File: src/rtl/mtrx_rect_fill.sv
// Rectangle fill engine for the 32x32 matrix frame-buffer write port.
// Optional abort input is built when MTRX_FILL_ABORT_EN is defined.
module mtrx_rect_fill #(
    parameter int AW = 11,
    parameter int DW = 12
) (
    input  logic          clk,
    input  logic          rst_n,
    input  logic          start,
    input  logic          buf_sel,
    input  logic [4:0]    x0,
    input  logic [4:0]    y0,
    input  logic [4:0]    x1,
    input  logic [4:0]    y1,
    input  logic [DW-1:0] color,
    input  logic          host_wr,
    input  logic [AW-1:0] host_wr_addr,
    input  logic [DW-1:0] host_wr_data,
`ifdef MTRX_FILL_ABORT_EN
    input  logic          abort,
`endif
    output logic          busy,
    output logic          done,
    output logic          wr,
    output logic [AW-1:0] wr_addr,
    output logic [DW-1:0] wr_data
);

    typedef enum logic [1:0] {
        IDLE,
        FILL,
        DONE
    } state_t;

    state_t        state_q;
    logic [4:0]    x_q;
    logic [4:0]    y_q;
    logic [4:0]    xmin_q;
    logic [4:0]    xmax_q;
    logic [4:0]    ymax_q;
    logic          buf_q;
    logic [DW-1:0] col_q;
    logic          busy_q;
    logic          done_q;
    logic          wr_q;
    logic [AW-1:0] wr_addr_q;
    logic [DW-1:0] wr_data_q;

    logic [4:0]    xmin_d;
    logic [4:0]    xmax_d;
    logic [4:0]    ymin_d;
    logic [4:0]    ymax_d;
    logic          abort_d;

    assign xmin_d = (x0 < x1) ? x0 : x1;
    assign xmax_d = (x0 < x1) ? x1 : x0;
    assign ymin_d = (y0 < y1) ? y0 : y1;
    assign ymax_d = (y0 < y1) ? y1 : y0;

`ifdef MTRX_FILL_ABORT_EN
    assign abort_d = abort;
`else
    assign abort_d = 1'b0;
`endif

    always_ff @(posedge clk or negedge rst_n) begin
        if (!rst_n) begin
            state_q   <= IDLE;
            x_q       <= '0;
            y_q       <= '0;
            xmin_q    <= '0;
            xmax_q    <= '0;
            ymax_q    <= '0;
            buf_q     <= 1'b0;
            col_q     <= '0;
            busy_q    <= 1'b0;
            done_q    <= 1'b0;
            wr_q      <= 1'b0;
            wr_addr_q <= '0;
            wr_data_q <= '0;
        end else begin
            done_q <= 1'b0;
            wr_q   <= host_wr;
            // Host writes own the port in every state; the engine yields.
            if (host_wr) begin
                wr_addr_q <= host_wr_addr;
                wr_data_q <= host_wr_data;
            end
            unique case (state_q)
                IDLE: begin
                    if (start) begin
                        buf_q   <= buf_sel;
                        col_q   <= color;
                        xmin_q  <= xmin_d;
                        xmax_q  <= xmax_d;
                        ymax_q  <= ymax_d;
                        x_q     <= xmin_d;
                        y_q     <= ymin_d;
                        busy_q  <= 1'b1;
                        state_q <= FILL;
                    end
                end
                FILL: begin
                    if (abort_d) begin
                        state_q <= DONE;
                    end else if (!host_wr) begin
                        wr_q      <= 1'b1;
                        wr_addr_q <= AW'({buf_q, y_q, x_q});
                        wr_data_q <= col_q;
                        if (x_q == xmax_q) begin
                            x_q <= xmin_q;
                            if (y_q == ymax_q) begin
                                state_q <= DONE;
                            end else begin
                                y_q <= y_q + 5'd1;
                            end
                        end else begin
                            x_q <= x_q + 5'd1;
                        end
                    end
                end
                DONE: begin
                    done_q  <= 1'b1;
                    busy_q  <= 1'b0;
                    state_q <= IDLE;
                end
                default: begin
                    state_q <= IDLE;
                end
            endcase
        end
    end

    assign busy    = busy_q;
    assign done    = done_q;
    assign wr      = wr_q;
    assign wr_addr = wr_addr_q;
    assign wr_data = wr_data_q;

endmodule
File: config.mk
export PLATFORM = sky130hd
export DESIGN_NAME = mtrx_rect_fill
export DESIGN_NICKNAME = d
export VERILOG_FILES = /design/src/rtl/mtrx_rect_fill.sv
export SDC_FILE = /design/constraint.sdc
export NUM_CORES = 1
export LEC_CHECK = 0
export CELL_PAD_IN_SITES_DETAIL_PLACEMENT = 1
export CELL_PAD_IN_SITES_GLOBAL_PLACEMENT = 1
export CORE_MARGIN = 2
export CORE_UTILIZATION = 40
export DETAILED_ROUTE_END_ITERATION = 8
export PLACE_DENSITY_LB_ADDON = 0.1
export SETUP_SLACK_MARGIN = 0.02
export SYNTH_ARGS = -nofsm -noshare
export SYNTH_HDL_FRONTEND = slang
export SYNTH_SLANG_ARGS = --single-unit
File: constraint.sdc
create_clock -name clk -period 5.5 [get_ports clk]
set_clock_uncertainty 0.15 [all_clocks]
set_input_delay 0.825 -clock clk [delete_from_list [all_inputs] [get_ports clk]]
set_output_delay 0.825 -clock clk [all_outputs]
set_load 0.01 [all_outputs]
Figure 1. Wire density map.
The die is cut into 19 by 19 equal tiles; dark blue is low, red is high, scaled to the fullest tile. Values are wire area over tile area, all layers added.
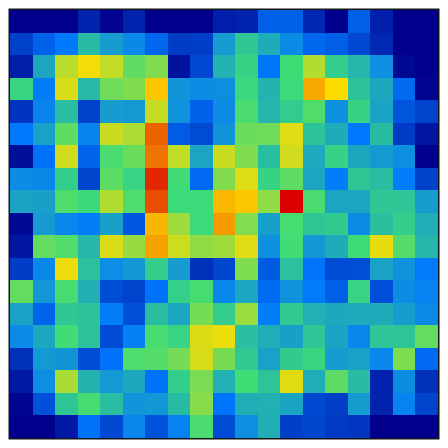
densest ninth of the die: center
tiles over half the peak: 25%
fullest tile: 0.41
nearly empty tiles: 6.4%
mean over tiles: 0.15

Figure 2. Placed standard cells.
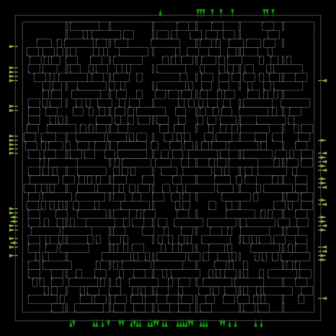
number of placement rows: 34
core footprint: 8590 µm²
Seq area share: 0.362
count of non-filler cells in the finished layout: 552
Layout Utilization: 0.531

==> changes_impl.md <==
### Metrics

* Yosys stat chip area at 3480 µm²
* Relative slew slack at 0.364
* Avg Synthesized Cell Area at 9.65 µm²
* EDFF count, synth at 0
* Cell seen most often among critical-path stages: sky130_fd_sc_hd__a21o_1
* Post-Route Setup TNS at 0 ns
* Summed instance area of the synthesized netlist at 3480 µm²
* Number of global-route vias before repair at 3,214
* Proportion of register bits with asynchronous set or reset after synthesis at 1.00
* Slew @ Worst Pin at 0.953 ns
* Detailed Route WL at 9130 µm
* TritonCTS sink count at 66
* Count of state elements after synthesis at 66
* Post CTS Setup Buffer Count at 0
* Path category of the worst min-delay check: flop to flop
* Combinational power share at 0.433
* Vias at 2,918
* Power density over the cells at 460 nW/µm²
* FP Core Util at 0.405
* Setup repair after global routing missed its margin: no
* Final nets at 511
* Number of antenna cells inserted at 0
* Cell variety after synth at 46
* WHS at 0.331 ns
* Cell-by-cell listing of the critical path: clkdlybuf4s50_1, inv_1, ha_1, a21o_1, a21o_1, a211o_1, mux2i_1, o221ai_1
* Tool warning count at 26
* Clock group share of total power at 0.166
* Total placed instance area at 4400 µm²
* Max Clock Freq at 343 MHz
* Worst stage delay on the critical path at 0.50 ns
* Top-Level Pins at 86
* Final Setup Violations at 0
* Synthesis-to-finish area growth at 30.9%
* Cell total in the yosys stat output at 361
* Result of the run: completed
* Design internal power at 1.28 mW
* Class of the most critical setup path: input port to flop
* Total net switching power at 0.820 mW
* Share of total power in sequential cells at 0.401
* Slowest stage cell on the critical path: sky130_fd_sc_hd__a211o_1
* First-pass GRT wire length at 15,500 µm
[registers in the layout (all words and copies together), names as in the netlist]
name / flops
buf_q: 1
busy: 1
col_q: 12
done: 1
state_q: 2
wr: 1
wr_addr: 11
wr_data: 12
x_q: 5
xmax_q: 5
xmin_q: 5
y_q: 5
ymax_q: 5
[synthesized netlist by cell type, drive strengths merged, types with 2 or more instances]
master | instances | share of area
o31ai | 2 | 0.0043
ha | 10 | 0.036
nor2 | 8 | 0.011
clkbuf | 12 | 0.013
nor2b | 3 | 0.0054
or3 | 2 | 0.0036
o211ai | 5 | 0.011
dfrtp | 66 | 0.47
a22o | 2 | 0.0050
mux2i | 40 | 0.11
nand3 | 7 | 0.010
xnor2 | 2 | 0.0050
o2111ai | 2 | 0.0050
nor3 | 2 | 0.0061
nand2 | 87 | 0.094
a21o | 3 | 0.0065
buf | 8 | 0.016
o221ai | 4 | 0.010
xor2 | 11 | 0.028
inv | 11 | 0.012
o21ai | 40 | 0.057
a21oi | 8 | 0.011
o311ai | 2 | 0.0050
a31oi | 3 | 0.0054
nand2b | 6 | 0.011
[power groups by stage]
stage / Sequential (mW) / Clock, mW / Combinational, mW
2_1_floorplan: 0.817 / 0 / 0.613
3_3_place_gp: 0.839 / 0 / 0.892
3_5_place_dp: 0.851 / 0 / 0.918
4_1_cts: 0.842 / 0.357 / 0.926
5_1_grt: 0.868 / 0.372 / 1.02
6_report: 0.842 / 0.348 / 0.908
[worst max-delay path: cells and delay by family]
kind / cells / cell delay, ns
compound gates: 4 / 0.98
buf+inv: 2 / 0.55
fa+ha+maj: 1 / 0.30
mux: 1 / 0.30
[cell usage in the layout (no fill, tap or decap), drive strengths merged, types with 6 or more instances in the layout]
master         instances
clkdlybuf4s50         84
ha                    10
nor2                   8
xor2                  11
nand2b                 6
inv                   11
dfrtp                 66
mux2i                 40
o21ai                 40
nand2                 87
clkbuf                11
nand3                  7
a21oi                  8
[area by class of cell]
class | count | area (µm²)
Timing Repair Buffer | 89 | 876
Clock inverter | 3 | 17.5
Multi-Input combinational cell | 264 | 1700
Fill cell | 1008 | 4030
Tap cell | 108 | 135
Inverter | 11 | 41.3
Clock buffer | 11 | 141
Sequential cell | 66 | 1650
[cells by family (layout without fill, tap and decap cells)]
| family | Yosys count | in the layout | share of synthesized area |
|---|---|---|---|
| simple gates | 121 | 121 | 0.154 |
| compound gates | 80 | 80 | 0.147 |
| flops | 66 | 66 | 0.474 |
| mux | 40 | 40 | 0.115 |
| buf+inv | 31 | 114 | 0.0406 |
| xor+xnor | 13 | 13 | 0.0327 |
| fa+ha+maj | 10 | 10 | 0.0359 |
[worst paths after layout]
kind / slack (ns) / cells after the start / endpoint
max: 2.58 / 8 / x_q[4]
min: 0.33 / 2 / xmin_q[3]
max reg2reg: 3.45 / 5 / ymax_q[1]
min reg2reg: 0.33 / 2 / xmin_q[3]
max in group asynchronous: 3.82 / 2 / wr_addr[3]
min in group asynchronous: 0.49 / 1 / col_q[11]
[layer usage]
metal,global-route usage,wire (µm),vias to the layer above
li1,-,-,1412
met1,0.253,4070,1433
met2,0.353,4600,59
met3,0.0338,293,14
met4,0.0737,169,0
met5,0,0,-
Power and IR drop assume default switching activity.
